File: src/rtl/tia_bus_initiator.sv
// TIA register-bus initiator: queues host commands and drives one TIA access per strobe cycle.
// Optional RDY watchdog enabled by defining TIA_RDY_TIMEOUT_EN.
module tia_bus_initiator #(
  parameter int unsigned FIFO_DEPTH     = 4,
  parameter int unsigned TIMEOUT_CYCLES = 456
) (
  input  logic        NTSC_Clk,
  input  logic        Reset,
  input  logic        Cmd_Valid,
  output logic        Cmd_Ready,
  input  logic        Cmd_Write,
  input  logic [5:0]  Cmd_Addr,
  input  logic [7:0]  Cmd_Data,
  output logic [12:0] A,
  output logic        R,
  output logic [7:0]  D_Out,
  output logic        D_OE,
  input  logic [7:0]  D_In,
  input  logic        RDY,
  output logic        Rsp_Valid,
  output logic [7:0]  Rsp_Data,
  output logic        Busy,
  output logic        Timeout
);

  localparam int unsigned PtrW      = $clog2(FIFO_DEPTH);
  localparam logic [PtrW:0] FullCnt = (PtrW + 1)'(FIFO_DEPTH);
  localparam logic [12:0] IdleAddr  = 13'h0080;
  localparam logic [5:0] WsyncAddr  = 6'h02;

  typedef enum logic [1:0] {StIdle, StStrobe, StRdWait, StGap} state_t;

  // Command queue
  logic            fifo_write [FIFO_DEPTH];
  logic [5:0]      fifo_addr  [FIFO_DEPTH];
  logic [7:0]      fifo_data  [FIFO_DEPTH];
  logic [PtrW-1:0] wr_ptr_q, rd_ptr_q;
  logic [PtrW:0]   count_q;
  logic            push, pop, full, pending;
  logic            head_write;
  logic [5:0]      head_addr;
  logic [7:0]      head_data;

  assign full       = (count_q == FullCnt);
  assign pending    = (count_q != '0);
  assign Cmd_Ready  = ~full;
  assign push       = Cmd_Valid & ~full;
  assign head_write = fifo_write[rd_ptr_q];
  assign head_addr  = fifo_addr[rd_ptr_q];
  assign head_data  = fifo_data[rd_ptr_q];

  always_ff @(posedge NTSC_Clk) begin
    if (push) begin
      fifo_write[wr_ptr_q] <= Cmd_Write;
      fifo_addr[wr_ptr_q]  <= Cmd_Addr;
      fifo_data[wr_ptr_q]  <= Cmd_Data;
    end
  end

  always_ff @(posedge NTSC_Clk or posedge Reset) begin
    if (Reset) begin
      wr_ptr_q <= '0;
      rd_ptr_q <= '0;
      count_q  <= '0;
    end else begin
      if (push) wr_ptr_q <= wr_ptr_q + 1'b1;
      if (pop)  rd_ptr_q <= rd_ptr_q + 1'b1;
      case ({push, pop})
        2'b10:   count_q <= count_q + 1'b1;
        2'b01:   count_q <= count_q - 1'b1;
        default: count_q <= count_q;
      endcase
    end
  end

  // Sequencer
  state_t      state_q;
  logic        cur_write_q;
  logic [5:0]  cur_addr_q;
  logic [12:0] a_q;
  logic        r_q, d_oe_q, rsp_valid_q;
  logic [7:0]  d_out_q, rsp_data_q;
  logic        issue_state, blocked, fire;

  // States in which the head command may be issued on this edge
  always_comb begin
    issue_state = 1'b0;
    case (state_q)
      StIdle, StRdWait: issue_state = 1'b1;
      StStrobe:         issue_state = cur_write_q & (cur_addr_q != WsyncAddr);
      default:          issue_state = 1'b0;
    endcase
  end

  assign blocked = issue_state & pending & ~RDY;
  assign pop     = issue_state & pending & (RDY | fire);

  always_ff @(posedge NTSC_Clk or posedge Reset) begin
    if (Reset) begin
      state_q     <= StIdle;
      cur_write_q <= 1'b0;
      cur_addr_q  <= '0;
      a_q         <= IdleAddr;
      r_q         <= 1'b1;
      d_out_q     <= '0;
      d_oe_q      <= 1'b0;
      rsp_valid_q <= 1'b0;
      rsp_data_q  <= '0;
    end else begin
      a_q         <= IdleAddr;
      r_q         <= 1'b1;
      d_out_q     <= '0;
      d_oe_q      <= 1'b0;
      rsp_valid_q <= 1'b0;
      if (state_q == StRdWait) begin
        rsp_valid_q <= 1'b1;
        rsp_data_q  <= D_In;
      end
      if (pop) begin
        state_q     <= StStrobe;
        cur_write_q <= head_write;
        cur_addr_q  <= head_addr;
        a_q         <= {7'b0, head_addr};
        r_q         <= ~head_write;
        d_oe_q      <= head_write;
        d_out_q     <= head_write ? head_data : 8'h00;
      end else begin
        case (state_q)
          StStrobe: begin
            if (!cur_write_q)                  state_q <= StRdWait;
            else if (cur_addr_q == WsyncAddr)  state_q <= StGap;
            else                               state_q <= StIdle;
          end
          default: state_q <= StIdle;
        endcase
      end
    end
  end

`ifdef TIA_RDY_TIMEOUT_EN
  localparam int unsigned TmoW      = $clog2(TIMEOUT_CYCLES + 1);
  localparam logic [TmoW-1:0] TmoLimit = TmoW'(TIMEOUT_CYCLES);

  logic [TmoW-1:0] tmo_cnt_q;
  logic            timeout_q;

  assign fire    = blocked & (tmo_cnt_q == TmoLimit);
  assign Timeout = timeout_q;

  always_ff @(posedge NTSC_Clk or posedge Reset) begin
    if (Reset) begin
      tmo_cnt_q <= '0;
      timeout_q <= 1'b0;
    end else begin
      timeout_q <= fire;
      if (RDY || fire || !pending) tmo_cnt_q <= '0;
      else if (blocked)            tmo_cnt_q <= tmo_cnt_q + 1'b1;
    end
  end
`else
  logic unused_blocked;
  assign unused_blocked = blocked;
  assign fire           = 1'b0;
  assign Timeout        = 1'b0;
`endif

  assign A         = a_q;
  assign R         = r_q;
  assign D_Out     = d_out_q;
  assign D_OE      = d_oe_q;
  assign Rsp_Valid = rsp_valid_q;
  assign Rsp_Data  = rsp_data_q;
  assign Busy      = pending | (state_q != StIdle);

endmodule

File: config.mk
export PLATFORM = sky130hd
export DESIGN_NAME = tia_bus_initiator
export DESIGN_NICKNAME = d
export VERILOG_FILES = /design/src/rtl/tia_bus_initiator.sv
export SDC_FILE = /design/constraint.sdc
export NUM_CORES = 1
export LEC_CHECK = 0
export CORE_MARGIN = 2
export CORE_UTILIZATION = 55
export CTS_BUF_LIST = sky130_fd_sc_hd__clkbuf_4
export DETAILED_ROUTE_END_ITERATION = 8
export GPL_TIMING_DRIVEN = 0
export PLACE_DENSITY = 0.8
export SYNTH_ARGS = -nofsm -noshare
export SYNTH_HDL_FRONTEND = slang
export SYNTH_SLANG_ARGS = --single-unit
File: constraint.sdc
create_clock -name NTSC_Clk -period 2.4 [get_ports NTSC_Clk]
set_input_delay 0.72 -clock NTSC_Clk [delete_from_list [all_inputs] [get_ports NTSC_Clk]]
set_output_delay 0.72 -clock NTSC_Clk [all_outputs]
set_load 0.02 [all_outputs]
==> run summary, run 1 <==
RD Place Congestion: 0.7197
Cell Type Count: 38
cell family with most CP delay: simple AND/OR/NAND/NOR gates
top cell category: sequential cells
combinational share of power: 39.3%
Dominant combinational family: multiplexers
initial antenna violation count: 0
Seq area share: 58.78%
non-clk buf share: 13.81%
TritonRoute pass-1 iters: 4
clock slew at reported path FFs: 160 ps
Post-DP Area: 4651 sq um
DR vias/cell: 5.106
Max-area cell share: 45.41%
DR top layer: met4
required time worst endpoint: 1680 ps
worst setup margin: 53.05 ps
drt drc: 0
Yosys reg bits: 102
core area: 6869 sq um
Clk network pwr share: 15.4%
status: completed
combinational group power: 2.29 mW
Crit. Startpoint: count_q[1]$_DFFE_PP0P_
nonclk buf count: 71
post-CTS setup buffers: 1
Seq/Total Area, Yosys: 71.96%
Crit-path slowest cell: or4b_4
leakage: 1.915 nW
ANT cells: 0
syn avg cell area: 18.89 sq um
most frequent cells in the layout: edfxtp_1, clkdlybuf4s50_1, dfrtp_1
Met2 Routed Length: 3242 um
end point of the critical path: Busy
Buf/Inv on CP: 1
sequential power: 2.63 mW
YS warnings: 0
Final Hold Viols: 0
total negative slack: 0 ps
Non-Filler Instances: 387
Area Growth Syn to Fin: 22.42%
worst-margin pin slew: 875.6 ps
flop2flop setup slack: 240 ps
M1 GR Usage: 21.81%
initial DRC count: 88
Comb area share: 20.97%
XOR Share, Synth: 1.325%
run_1/io_fan.png
Scale: 6 px per um.
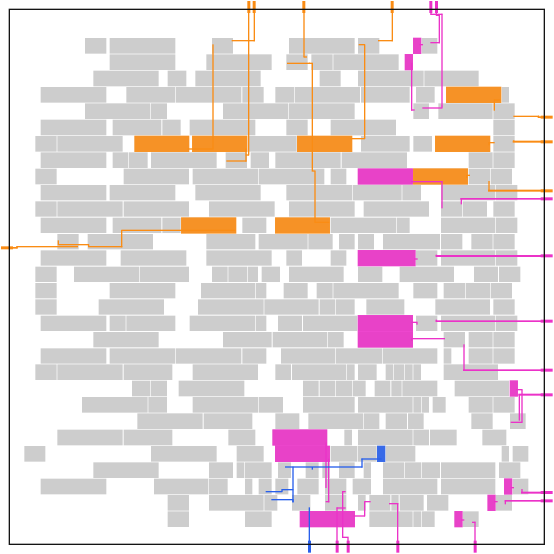
Key: orange = D_Out [bits 8, direction output, end cells 8, wire 197 um]; magenta = A [bits 13, direction output, end cells 13, wire 198 um]; blue = Cmd_Ready [bits 1, direction output, end cells 1, wire 37.7 um]
Port-buffer cells: 54
top-level port count: 62

run_1/layer_met3.png
Scale: 4 px per um.
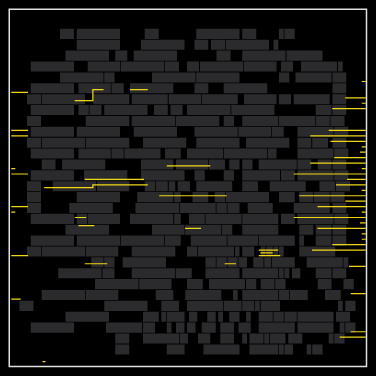
The wires run mostly horizontal. 49 nets have wire on it. The layer carries 342 um of wire. The longest straight run is 17.7 um. The layer holds 5.5% of the routed length.
wirelength, routed: 6271 um
grt met3 use: 3.601%
Vias: 1976

run_1/clk_routes.png
Scale: 6 px per um.
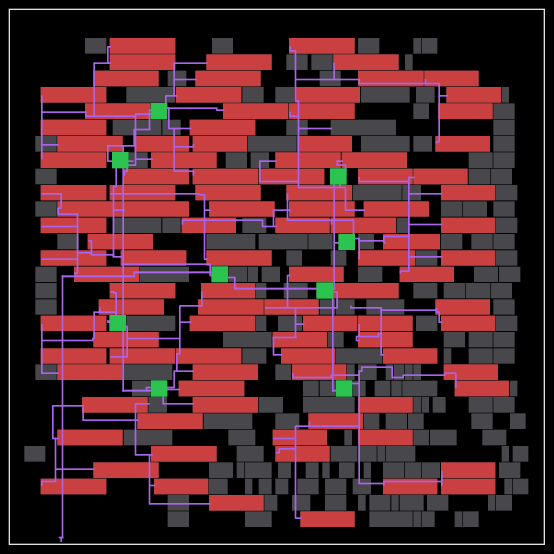
Key: red = flip-flops [count 102]; purple = clock wires [length 969 um]; green = clock drivers [count 9]
Position of the flops: all over the die. There are 10 routed clock nets.
Clk. pwr: 0.897 mW
clk_lat worst skew: 440 ps

run_1/clocks.png
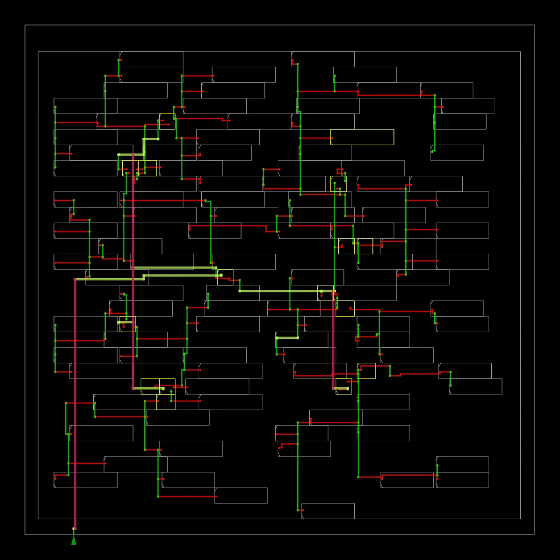
seq_cells: 102
Worst Clk Skew: 17.32 ps
Num Clock Sinks: 102
CTS buffer count: 9
Clock Buffer Count: 9

==> run 2, diff against run 1 <==
GPL_ROUTABILITY_DRIVEN = 0   (was not set)
SETUP_SLACK_MARGIN = 0.5   (was not set)
==> run 2 against run 1 <==
Synthesized area stayed put. Count of clock-buffer cells in the layout did not move. Sequential cell count is the same. Wire length up 0.49%. Design area decreased by 0.28%. Die size is the same. Via count up 0.71%. Clock power decreased by 7.8%. Total power fell by 2.0%. Largest power group unchanged.
==> run summary, run 2 <==
flop2flop setup slack: 330 ps (+90 ps)
sequential power: 2.62 mW (about the same)
post-CTS setup buffers: 5 (+4)
nonclk buf count: 72 (+1.4%)
status: completed
Area Growth Syn to Fin: 22.08%
Met2 Routed Length: 3174 um (-2.1%)
Clock Buffer Count: 9 (unchanged)
total negative slack: 0 ps (unchanged)
Worst Clk Skew: 16.39 ps (-0.9251 ps)
grt met3 use: 3.693% (+0.092 points)
non-clk buf share: 13.28% (-0.53 points)
most frequent cells in the layout: edfxtp_1, dfrtp_1, clkdlybuf4s50_1
DR top layer: met4
core area: 6869 sq um (unchanged)
Buf/Inv on CP: 1 (unchanged)
DR vias/cell: 5.129 (+0.45%)
Crit-path slowest cell: or4b_4
leakage: 1.945 nW (+1.6%)
initial DRC count: 99 (+13%)
drt drc: 0 (unchanged)
cell family with most CP delay: simple AND/OR/NAND/NOR gates
end point of the critical path: Busy
top-level port count: 62 (unchanged)
XOR Share, Synth: 1.325% (unchanged)
worst setup margin: 59.91 ps (+6.860 ps)
Port-buffer cells: 54 (unchanged)
clk_lat worst skew: 430 ps (about the same)
M1 GR Usage: 22.20% (+0.39 points)
syn avg cell area: 18.89 sq um (unchanged)
Crit. Startpoint: count_q[1]$_DFFE_PP0P_
run_2/placement_by_type.png
Scale: 3 px per um.
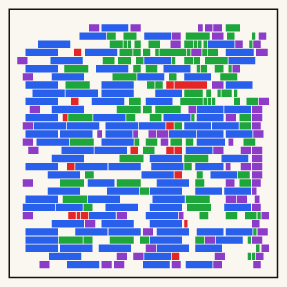
Key: green = combinational and other logic [cells 102, share of their area 23%]; blue = sequential cells [cells 102, share of their area 60%]; red = clock drivers and dummy loads [cells 16, share of their area 2.8%]; purple = remaining buffers and delay cells [cells 72, share of their area 14%]
Seq area share: 58.98%
site row count: 30

run_2/io_fan.png
Scale: 6 px per um.
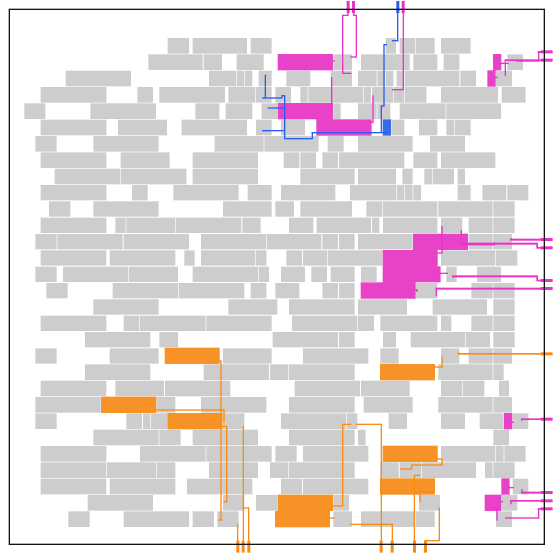
Key: blue = Cmd_Ready [bits 1, direction output, end cells 1, wire 60.9 um]; magenta = A [bits 13, direction output, end cells 13, wire 158 um]; orange = D_Out [bits 8, direction output, end cells 8, wire 186 um]

Power figures rest on the tool's default switching activity, not on a simulated workload.
